Figure 1. Signal wires by layer.
(4 px per µm) Only two layers are drawn.
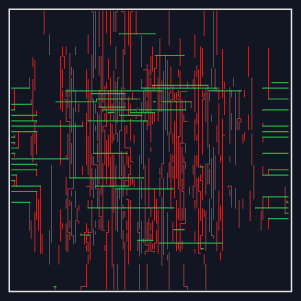
Figure 2. Metal 2.
(6 px per µm)
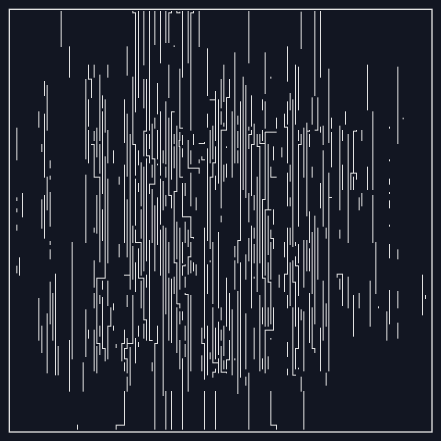
### src/rtl/alu_mul_seq.sv
// Sequential shift-and-add multiplier driving a shared 8-bit ALU, one op per cycle.
// Optional overflow tracking is built when ALU_MUL_SEQ_OVF_EN is defined.
module alu_mul_seq #(
  parameter int          WIDTH   = 8,
  parameter logic [3:0]  OP_ADD  = 4'd5,
  parameter logic [3:0]  OP_SHL  = 4'd6,
  parameter logic [3:0]  OP_IDLE = 4'd0
) (
  input  logic             clk,
  input  logic             rst,
  input  logic             in_valid,
  output logic             in_ready,
  input  logic [WIDTH-1:0] in_a,
  input  logic [WIDTH-1:0] in_b,
  output logic             out_valid,
  input  logic             out_ready,
  output logic [WIDTH-1:0] out_prod,
  output logic             out_zero,
  output logic             out_ovf,
  output logic [WIDTH-1:0] alu_a,
  output logic [WIDTH-1:0] alu_b,
  output logic [3:0]       alu_op,
  input  logic [WIDTH-1:0] alu_out,
  output logic [1:0]       dbg_state
);

  // Handshakes: a transfer happens on a rising edge where valid && ready;
  // in_ready is high only in IDLE, out_valid only in DONE, and DONE holds its
  // outputs until out_ready is seen.
  typedef enum logic [1:0] {S_IDLE = 2'd0, S_STEP = 2'd1, S_DONE = 2'd2} state_t;

  state_t           r_state;
  state_t           w_next;
  logic [WIDTH-1:0] r_p;
  logic [WIDTH-1:0] r_m;
  logic [WIDTH-1:0] r_q;
  logic             r_added;
  logic [WIDTH-1:0] r_prod;
  logic             w_accept;
  logic             w_do_add;
  logic             w_do_shl;
  logic             w_finish;

  assign w_accept  = (r_state == S_IDLE) && in_valid;
  assign dbg_state = r_state;
  assign out_prod  = r_prod;
  assign out_zero  = (r_prod == '0);

  always_comb begin
    w_next    = r_state;
    in_ready  = 1'b0;
    out_valid = 1'b0;
    alu_a     = '0;
    alu_b     = '0;
    alu_op    = OP_IDLE;
    w_do_add  = 1'b0;
    w_do_shl  = 1'b0;
    w_finish  = 1'b0;
    case (r_state)
      S_IDLE: begin
        in_ready = 1'b1;
        if (in_valid) w_next = S_STEP;
      end
      S_STEP: begin
        if (r_q == '0) begin
          w_finish = 1'b1;
          w_next   = S_DONE;
        end else if (r_q[0] && !r_added) begin
          alu_op   = OP_ADD;
          alu_a    = r_p;
          alu_b    = r_m;
          w_do_add = 1'b1;
        end else begin
          alu_op   = OP_SHL;
          alu_a    = r_m;
          w_do_shl = 1'b1;
        end
      end
      S_DONE: begin
        out_valid = 1'b1;
        if (out_ready) w_next = S_IDLE;
      end
      default: w_next = S_IDLE;
    endcase
  end

  always_ff @(posedge clk) begin
    if (rst) begin
      r_state <= S_IDLE;
      r_p     <= '0;
      r_m     <= '0;
      r_q     <= '0;
      r_added <= 1'b0;
      r_prod  <= '0;
    end else begin
      r_state <= w_next;
      if (w_accept) begin
        r_m     <= in_a;
        r_q     <= in_b;
        r_p     <= '0;
        r_added <= 1'b0;
      end
      if (w_do_add) begin
        r_p     <= alu_out;
        r_added <= 1'b1;
      end
      if (w_do_shl) begin
        r_m     <= alu_out;
        r_q     <= r_q >> 1;
        r_added <= 1'b0;
      end
      // Result is latched once so the outputs stay put after DONE is left.
      if (w_finish) r_prod <= r_p;
    end
  end

`ifdef ALU_MUL_SEQ_OVF_EN
  logic r_ovf;
  logic r_out_ovf;

  always_ff @(posedge clk) begin
    if (rst) begin
      r_ovf     <= 1'b0;
      r_out_ovf <= 1'b0;
    end else begin
      if (w_accept) begin
        r_ovf <= 1'b0;
      end else if (w_do_add && (alu_out < r_p)) begin
        r_ovf <= 1'b1;
      end else if (w_do_shl && r_m[WIDTH-1] && ((r_q >> 1) != '0)) begin
        // A bit lost off M still has a pending add ahead of it.
        r_ovf <= 1'b1;
      end
      if (w_finish) r_out_ovf <= r_ovf;
    end
  end

  assign out_ovf = r_out_ovf;
`else
  assign out_ovf = 1'b0;
`endif

endmodule

### config.mk
export PLATFORM = sky130hd
export DESIGN_NAME = alu_mul_seq
export DESIGN_NICKNAME = d
export VERILOG_FILES = /design/src/rtl/alu_mul_seq.sv
export SDC_FILE = /design/constraint.sdc
export NUM_CORES = 1
export LEC_CHECK = 0
export CAP_MARGIN = 5
export CORE_MARGIN = 4
export CORE_UTILIZATION = 49
export DETAILED_ROUTE_END_ITERATION = 8
export MAX_ROUTING_LAYER = met4
export PLACE_DENSITY = 0.85
export SYNTH_ARGS = -nofsm -noshare
export SYNTH_HDL_FRONTEND = slang
export SYNTH_SLANG_ARGS = --single-unit
### constraint.sdc
create_clock -name clk -period 2.3 [get_ports clk]
set_input_delay 0.345 -clock clk [delete_from_list [all_inputs] [get_ports clk]]
set_output_delay 0.345 -clock clk [all_outputs]
set_load 0.1 [all_outputs]
==> impl_metrics.tcl <==
# metrics dict for downstream scripts
set metrics [dict create \
    period_needed_ns 2.22 \
    num_rows 22 \
    syn_area_um2 1900 \
    ys.flops 35 \
    comb_share 0.398 \
    coreArea_um2 3690 \
    wl_met3_um 439 \
    area_growth_pct 50.8 \
    power_frac_comb 0.517 \
    largest_class "combinational gates" \
    fin_skew_ns 0.00737 \
    sh_seq_area 0.247 \
    outcome "finished clean" \
    yosysChipArea_um2 1900 \
    detail_route.wl_per_cell_um 17.3 \
    drc 0 \
    diodes 0 \
    grt_overflow 0 \
    vias 1796 \
    r2r-end "r_q[2]" \
    yosys-top-cells-count "dfxtp_1, a21oi_1, nor3_1" \
    most_common_cell "dfxtp_1" \
    p_per_area_nw_per_um2 898 \
    edf_count 0 \
    cp_cell_sequence "nor2b_1, a211o_4, inv_4, a22o_4, buf_12" \
    ys_types 36 \
    ant_nets 0 \
    clk_pin_slew_worst_paths_ns 0.06 \
    drt-met1-wl_mm 2.17 \
    p_switching_mw 1.18 \
    p_clk_frac 0.166 \
    r2r_slack_ns 0.65 \
    hold_viol 0 \
    synth_cells 202 \
    hold_buffers 0 \
    path_buffers 2 \
    syn-mean-instance-area_um2 9.38 \
    fillers 251 \
    synth-seq-area-share 0.370 \
    cts_buffers 5 \
    nWellTaps 48 \
    ff_type "dfxtp_1" \
    maxPowerGroup "combinational cells" \
    synth.largest_area_cell "dfxtp_1" \
    die_x_um 70.2 \
    cts-root-buf "clkbuf_8" \
    buf_share 0.299 \
    setup_ws_ns 0.0843 \
    cp-start-kind "flip-flop" \
]
## Picture notes: Figure 1
green -> metal 3  # wire length 440 µm
red -> metal 2  # wire length 2550 µm

## Picture notes: Figure 2
main direction = vertical
wire length on this layer = 2550 µm
nets with wire on the layer = 240

==> cells by family after synthesis <==
group                  after synthesis  share of synthesized area
buffers and inverters               29                     0.0825
muxes                               16                     0.0845
AOI/OAI and AO/OA                   53                      0.240
DFF                                 35                      0.370
and+or+nand+nor                     68                      0.222
other                                1                    0.00198
==> cell usage in the layout (no fill, tap or decap), types with 5 or more instances in the layout <==
cell              n
dfxtp_1          33
mux2i_1          16
a221oi_1          5
nand2_1           8
a21oi_1          18
o31ai_1           8
clkdlybuf4s50_1  27
buf_4            22
nand3_1           8
clkbuf_8          5
buf_12           21
nor3_1           17
a22o_4            8
a221oi_2         10
nand4_1           8
and2_2            8
==> repair_timing <==
| action | 4_1_cts | 5_1_grt |
|---|---|---|
| setup endpoints to repair | 2 | 0 |
| setup buffers | 0 | 0 |
| gates resized | 1 | 0 |
